--- config.mk ---
export PLATFORM = sky130hd
export DESIGN_NAME = mreq_arbiter_flat
export DESIGN_NICKNAME = d
export VERILOG_FILES = /design/src/rtl/mreq_arbiter_pkg.sv /design/src/rtl/mreq_arbiter_if.sv /design/src/rtl/mreq_arbiter_rr_pick.sv /design/src/rtl/mreq_arbiter.sv /design/src/flat_wrapper.sv
export SDC_FILE = /design/constraint.sdc
export NUM_CORES = 1
export LEC_CHECK = 0
export CAP_MARGIN = 30
export CORE_UTILIZATION = 36
export DETAILED_ROUTE_END_ITERATION = 12
export PLACE_DENSITY = 0.86
export SLEW_MARGIN = 0
export SYNTH_ARGS = -nofsm -noshare
export SYNTH_HDL_FRONTEND = slang
export SYNTH_HIERARCHICAL = 1
export SYNTH_SLANG_ARGS = --single-unit
--- constraint.sdc ---
create_clock -name clk -period 3.7 [get_ports clk]
set_input_delay 0.37 -clock clk [delete_from_list [all_inputs] [get_ports clk]]
set_output_delay 0.37 -clock clk [all_outputs]
set_load 0.02 [all_outputs]
--- src/rtl/mreq_arbiter_pkg.sv ---
// Shared MREQ command-path definitions: serializer framing constants, MREQ field
// widths, and the arbiter state/command types.
package mreq_arbiter_pkg;

  localparam logic [7:0] CMD_TX_START = 8'hA5;
  localparam logic [7:0] CMD_OP_READ  = 8'h01;
  localparam logic [7:0] CMD_OP_WRITE = 8'h02;

  localparam int MREQ_WSIZE_W = 2;
  localparam int MREQ_SIZE_W  = 8;
  localparam int MREQ_ADDR_W  = 32;

  typedef enum logic {
    ST_IDLE,
    ST_BUSY
  } arb_state_e;

  typedef struct packed {
    logic                    wr;
    logic [MREQ_WSIZE_W-1:0] wsize;
    logic                    aincr;
    logic [MREQ_SIZE_W-1:0]  size;
    logic [MREQ_ADDR_W-1:0]  addr;
  } mreq_cmd_t;

endpackage

--- src/rtl/mreq_arbiter_if.sv ---
// Bundle of the N upstream MREQ request ports, the shared downstream port and
// the arbiter status outputs.
interface mreq_arbiter_if #(
  parameter int N = 4
);
  import mreq_arbiter_pkg::*;

  logic                      i_prio_mode;
  logic [N-1:0]              i_req_valid;
  logic [N-1:0]              o_req_ready;
  logic [N-1:0]              i_req_wr;
  logic [MREQ_WSIZE_W*N-1:0] i_req_wsize;
  logic [N-1:0]              i_req_aincr;
  logic [MREQ_SIZE_W*N-1:0]  i_req_size;
  logic [MREQ_ADDR_W*N-1:0]  i_req_addr;

  logic                      o_mreq_valid;
  logic                      i_mreq_ready;
  logic                      o_mreq_wr;
  logic [MREQ_WSIZE_W-1:0]   o_mreq_wsize;
  logic                      o_mreq_aincr;
  logic [MREQ_SIZE_W-1:0]    o_mreq_size;
  logic [MREQ_ADDR_W-1:0]    o_mreq_addr;

  logic [N-1:0]              o_grant;
  logic                      o_proto_err;

  // Environment side: requesters plus the downstream serializer.
  modport master (
    output i_prio_mode, i_req_valid, i_req_wr, i_req_wsize, i_req_aincr,
           i_req_size, i_req_addr, i_mreq_ready,
    input  o_req_ready, o_mreq_valid, o_mreq_wr, o_mreq_wsize, o_mreq_aincr,
           o_mreq_size, o_mreq_addr, o_grant, o_proto_err
  );

  modport slave (
    input  i_prio_mode, i_req_valid, i_req_wr, i_req_wsize, i_req_aincr,
           i_req_size, i_req_addr, i_mreq_ready,
    output o_req_ready, o_mreq_valid, o_mreq_wr, o_mreq_wsize, o_mreq_aincr,
           o_mreq_size, o_mreq_addr, o_grant, o_proto_err
  );

endinterface

--- src/rtl/mreq_arbiter_rr_pick.sv ---
// Combinational winner selection: round-robin starting after the last grant,
// or fixed priority with the lowest index winning.
module mreq_arbiter_rr_pick #(
  parameter int N    = 4,
  parameter int IDXW = $clog2(N)
) (
  input  logic [N-1:0]    req_i,
  input  logic [IDXW-1:0] last_i,
  input  logic            mode_i,
  output logic [IDXW-1:0] win_o,
  output logic            any_o
);

  logic found;

  // NOTE: every output of a combinational block gets a default before any
  // conditional assignment, so no path leaves a value held (no latch).
  always_comb begin
    win_o = '0;
    found = 1'b0;
    any_o = |req_i;
    if (mode_i) begin
      for (int i = 0; i < N; i++) begin
        if (req_i[i] && !found) begin
          win_o = IDXW'(i);
          found = 1'b1;
        end
      end
    end else begin
      // Offsets 1..N visit last+1 first and last itself at the end.
      for (int off = 1; off <= N; off++) begin
        if (req_i[(int'(last_i) + off) % N] && !found) begin
          win_o = IDXW'((int'(last_i) + off) % N);
          found = 1'b1;
        end
      end
    end
  end

endmodule

--- src/rtl/mreq_arbiter.sv ---
// Shares one downstream MREQ command port among N requesters; holds each grant
// until the downstream completion pulse and routes that pulse back to the winner.
module mreq_arbiter
  import mreq_arbiter_pkg::*;
#(
  parameter int N = 4
) (
  input logic          clk,
  input logic          rst,
  mreq_arbiter_if.slave bus
);

  localparam int IDXW = $clog2(N);

  arb_state_e      state_q, state_d;
  logic [IDXW-1:0] grant_q, grant_d;
  logic [IDXW-1:0] last_q, last_d;
  mreq_cmd_t       cmd_q, cmd_d;
  logic            err_q, err_d;

  logic [IDXW-1:0] win;
  logic            any_req;
  mreq_cmd_t       sel_cmd;
  logic [N-1:0]    grant_oh;
  logic            busy;

  mreq_arbiter_rr_pick #(
    .N    (N),
    .IDXW (IDXW)
  ) u_pick (
    .req_i  (bus.i_req_valid),
    .last_i (last_q),
    .mode_i (bus.i_prio_mode),
    .win_o  (win),
    .any_o  (any_req)
  );

  always_comb begin
    sel_cmd.wr    = bus.i_req_wr[win];
    sel_cmd.wsize = bus.i_req_wsize[int'(win)*MREQ_WSIZE_W +: MREQ_WSIZE_W];
    sel_cmd.aincr = bus.i_req_aincr[win];
    sel_cmd.size  = bus.i_req_size[int'(win)*MREQ_SIZE_W +: MREQ_SIZE_W];
    sel_cmd.addr  = bus.i_req_addr[int'(win)*MREQ_ADDR_W +: MREQ_ADDR_W];
  end

  always_comb begin
    state_d = state_q;
    grant_d = grant_q;
    last_d  = last_q;
    cmd_d   = cmd_q;
    err_d   = err_q;
    case (state_q)
      ST_IDLE: begin
        if (any_req) begin
          grant_d = win;
          cmd_d   = sel_cmd;
          state_d = ST_BUSY;
        end
      end
      ST_BUSY: begin
        if (!bus.i_req_valid[grant_q] && !bus.i_mreq_ready) err_d = 1'b1;
        if (bus.i_mreq_ready) begin
          last_d  = grant_q;
          state_d = ST_IDLE;
        end
      end
      default: state_d = ST_IDLE;
    endcase
  end

  // NOTE: state registers use non-blocking assignments so every flop samples
  // the pre-edge values regardless of statement order.
  always_ff @(posedge clk) begin
    if (rst) begin
      state_q <= ST_IDLE;
      grant_q <= '0;
      last_q  <= IDXW'(N - 1);
      cmd_q   <= '0;
      err_q   <= 1'b0;
    end else begin
      state_q <= state_d;
      grant_q <= grant_d;
      last_q  <= last_d;
      cmd_q   <= cmd_d;
      err_q   <= err_d;
    end
  end

  assign busy     = (state_q == ST_BUSY);
  assign grant_oh = {{(N-1){1'b0}}, 1'b1} << grant_q;

  // A transaction being abandoned by reset never sees its completion pulse.
  assign bus.o_req_ready  = (busy && bus.i_mreq_ready && !rst) ? grant_oh : '0;
  assign bus.o_grant      = busy ? grant_oh : '0;
  assign bus.o_mreq_valid = busy;
  assign bus.o_mreq_wr    = cmd_q.wr;
  assign bus.o_mreq_wsize = cmd_q.wsize;
  assign bus.o_mreq_aincr = cmd_q.aincr;
  assign bus.o_mreq_size  = cmd_q.size;
  assign bus.o_mreq_addr  = cmd_q.addr;
  assign bus.o_proto_err  = err_q;

endmodule
--- src/flat_wrapper.sv ---
// flat-port wrapper written by rule: the top's interface ports become plain ports
module mreq_arbiter_flat import mreq_arbiter_pkg::*;
#(
  parameter int N = 4
)
  (clk, rst, bus_i_prio_mode, bus_i_req_valid, bus_i_req_wr, bus_i_req_wsize, bus_i_req_aincr, bus_i_req_size, bus_i_req_addr, bus_i_mreq_ready, bus_o_req_ready, bus_o_mreq_valid, bus_o_mreq_wr, bus_o_mreq_wsize, bus_o_mreq_aincr, bus_o_mreq_size, bus_o_mreq_addr, bus_o_grant, bus_o_proto_err);
  mreq_arbiter_if #(.N(N)) bus_i ();
  input logic clk;
  input logic rst;
  input wire logic [$bits(bus_i.i_prio_mode)-1:0] bus_i_prio_mode;
  input wire logic [$bits(bus_i.i_req_valid)-1:0] bus_i_req_valid;
  input wire logic [$bits(bus_i.i_req_wr)-1:0] bus_i_req_wr;
  input wire logic [$bits(bus_i.i_req_wsize)-1:0] bus_i_req_wsize;
  input wire logic [$bits(bus_i.i_req_aincr)-1:0] bus_i_req_aincr;
  input wire logic [$bits(bus_i.i_req_size)-1:0] bus_i_req_size;
  input wire logic [$bits(bus_i.i_req_addr)-1:0] bus_i_req_addr;
  input wire logic [$bits(bus_i.i_mreq_ready)-1:0] bus_i_mreq_ready;
  output wire logic [$bits(bus_i.o_req_ready)-1:0] bus_o_req_ready;
  output wire logic [$bits(bus_i.o_mreq_valid)-1:0] bus_o_mreq_valid;
  output wire logic [$bits(bus_i.o_mreq_wr)-1:0] bus_o_mreq_wr;
  output wire logic [$bits(bus_i.o_mreq_wsize)-1:0] bus_o_mreq_wsize;
  output wire logic [$bits(bus_i.o_mreq_aincr)-1:0] bus_o_mreq_aincr;
  output wire logic [$bits(bus_i.o_mreq_size)-1:0] bus_o_mreq_size;
  output wire logic [$bits(bus_i.o_mreq_addr)-1:0] bus_o_mreq_addr;
  output wire logic [$bits(bus_i.o_grant)-1:0] bus_o_grant;
  output wire logic [$bits(bus_i.o_proto_err)-1:0] bus_o_proto_err;
  assign bus_i.i_prio_mode = bus_i_prio_mode;
  assign bus_i.i_req_valid = bus_i_req_valid;
  assign bus_i.i_req_wr = bus_i_req_wr;
  assign bus_i.i_req_wsize = bus_i_req_wsize;
  assign bus_i.i_req_aincr = bus_i_req_aincr;
  assign bus_i.i_req_size = bus_i_req_size;
  assign bus_i.i_req_addr = bus_i_req_addr;
  assign bus_i.i_mreq_ready = bus_i_mreq_ready;
  assign bus_o_req_ready = bus_i.o_req_ready;
  assign bus_o_mreq_valid = bus_i.o_mreq_valid;
  assign bus_o_mreq_wr = bus_i.o_mreq_wr;
  assign bus_o_mreq_wsize = bus_i.o_mreq_wsize;
  assign bus_o_mreq_aincr = bus_i.o_mreq_aincr;
  assign bus_o_mreq_size = bus_i.o_mreq_size;
  assign bus_o_mreq_addr = bus_i.o_mreq_addr;
  assign bus_o_grant = bus_i.o_grant;
  assign bus_o_proto_err = bus_i.o_proto_err;
  mreq_arbiter #(.N(N)) u_core (.clk(clk), .rst(rst), .bus(bus_i));
endmodule
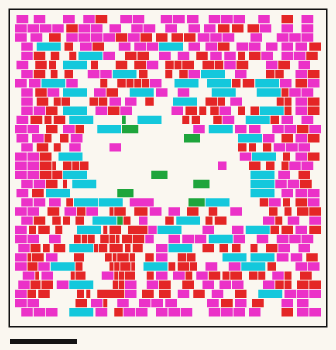
(placed cells, one color a class)
The bar under the picture is 20 um long.
remaining logic cells -> red  # cells 229
remaining buffers and delay cells -> magenta  # cells 242
registers -> cyan  # cells 50
clock drivers and dummy loads -> green  # cells 8
core area: 8180 um^2
Seq/total area: 18.2%
Rows: 33
final non-filler cell area: 5500 um^2

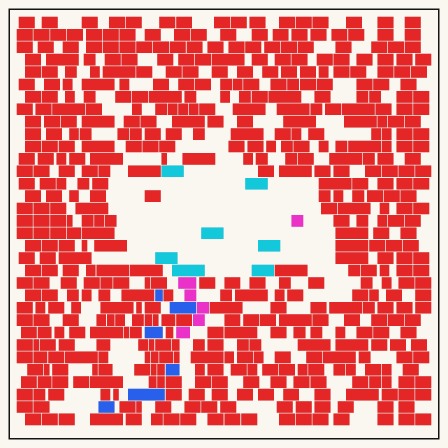
(cell sizes after repair)
x6 and larger -> cyan  # cells 7, most used clkbuf_8
x1 and smaller -> red  # cells 510, most used clkdlybuf4s50_1
x2 -> blue  # cells 6
x3 and x4 -> magenta  # cells 6, most used buf_4
final worst slack: 0.938 ns
Signal buffers: 242
Area growth syn-to-layout: 81.3%

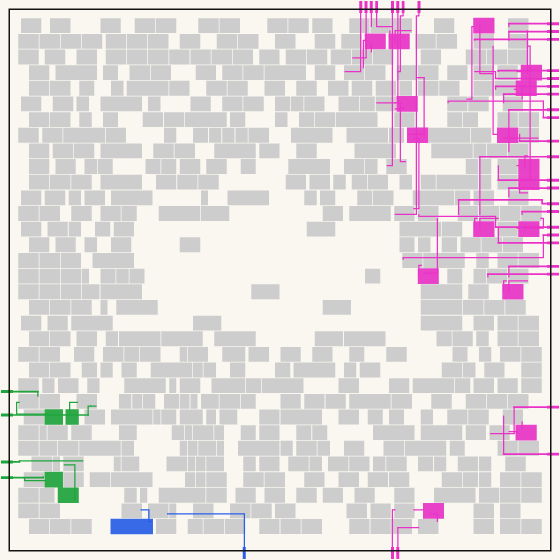
(nets reached from selected ports)
bus_i_req_size -> magenta  # bits 32, direction input, end cells 16, wire 617 um
bus_o_req_ready -> green  # bits 4, direction output, end cells 4, wire 61.7 um
bus_o_proto_err -> blue  # bits 1, direction output, end cells 1, wire 23.2 um
I/O Buffers: 237
Top Ports: 238

==> results.json <==
{
  "status": "finished, final reports clean",
  "synth_chip_area_um2": 3040,
  "viasPerCell": 5.20,
  "path_class": "in -> reg",
  "leakagePower_nw": 2.54,
  "layout_top_cell": "clkdlybuf4s50_1",
  "cp_max_fo": 24,
  "dpl.hpwl_um": 7970,
  "worst_pin_slew_ns": 0.997,
  "nNetsFinal": 712,
  "post_cts_buffers": 0,
  "tns_ns": 0,
  "ff_latch_area_um2": 1000,
  "crit_required_ns": 3.94,
  "busiest_layer": "met2",
  "hp-start": "u_core/bus.o_mreq_addr[22]$_SDFFE_PP0P_",
  "period_needed_ns": 2.76,
  "ys_cells": 308,
  "overflow": 0,
  "preCtsSetupSlack_ns": 0.656,
  "warnings": 26,
  "instances_no_fill": 634,
  "synth-warning-count": 6,
  "fp_nets": 492,
  "clk_share_pct": 1.66,
  "logic_gate_count": 227,
  "setup_viol": 0,
  "syn_inst": 308,
  "clkbuf_count": 7,
  "path_delay_family": "buffers and inverters",
  "htree_num_levels": 2,
  "cts_max_path_buffers": 2,
  "diodes": 0,
  "yosys.area.top_type": "dfxtp_1",
  "grt_usage_pct": 21.1,
  "fp.dieArea_um2": 8810,
  "synthDistinctLibCells": 35,
  "finalHoldViolCount": 0,
  "sh_comb_area_pct": 33.6,
  "slew_violations": 0,
  "drc": 0,
  "place.gp.congestion": 0.924,
  "synthTopCellsByArea": "dfxtp_1, mux2i_1, a21o_1, o22ai_1, buf_2",
  "crit_start": "bus_i_req_valid[0]",
  "start_kind": "input port",
  "relSlewSlack_pct": 33.4,
  "drv_cap": 0,
  "wl_met1_um": 3660,
  "lay_top_cells": "clkdlybuf4s50_1, mux2i_1, dfxtp_1, o22ai_1, a21o_1",
  "wl_um": 10000,
  "ys.flops": 50,
  "inverters_excl_clock": 2,
  "finalCritPeriodShare_pct": 74.6,
  "dpl_cell_area_um2": 5410,
  "logic_area_um2": 1850,
  "ff_type": "dfxtp_1",
  "utilization_pct": 67.3,
  "use_met2_pct": 41.2,
  "floorplan.core_util_pct": 37.1,
  "dieHeight_um": 93.8,
  "drive_above_1_share_pct": 3.59,
  "async_reset_ff_share_pct": 0,
  "grtUsageMet1_pct": 22.3,
  "dr.pass1.iters": 6,
  "min_path_type": "reg -> reg",
  "clkLatencyLatePin_ns": 0.28,
  "synth_seq_share_pct": 33.0,
  "slowest_stage": "clkdlybuf4s50_1",
  "top_area_share_pct": 33.0,
  "p_per_area_nw_per_um2": 310,
  "wire_per_inst_um": 15.8,
  "whs_endpoint": "u_core/bus.o_mreq_addr[22]$_SDFFE_PP0P_",
  "ir_drop_uv": 183,
  "cts.sinks": 50,
  "fmax_mhz": 362,
  "num_vias": 3295,
  "crit_path_end_kind": "register",
  "tap_cells": 105,
  "mappedNetlistArea_um2": 3040,
  "use_met3_pct": 5.66,
  "rr_endpoint": "u_core/bus.o_mreq_addr[13]$_SDFFE_PP0P_"
}
kinds of logic after synthesis:
kind of cell           Yosys count  synth area share [%]
multiplexers                    92                  30.7
buffers and inverters           31                  6.59
AND/OR/NAND/NOR                 32                  6.30
AND-OR/OR-AND                  103                  23.4
flip-flops                      50                  33.0
power breakdown:
| part | internal (W) | switching [W] |
|---|---|---|
| Combinational | 0.000434 | 0.000307 |
| Clock | 0.000151 | 0.000166 |
| Sequential | 0.000606 | 0.0000437 |
sequential cells by signal, summed over array words and instances (netlist names):
signal and flops:
u_core/bus.o_mreq_addr 32, u_core/bus.o_mreq_aincr 1, u_core/bus.o_mreq_size 8, u_core/bus.o_mreq_valid 1
u_core/bus.o_mreq_wr 1, u_core/bus.o_mreq_wsize 2, u_core/bus.o_proto_err 1, u_core/grant_q 2
u_core/last_q 2
No activity file was given, so power comes from the tool's default toggle rates.
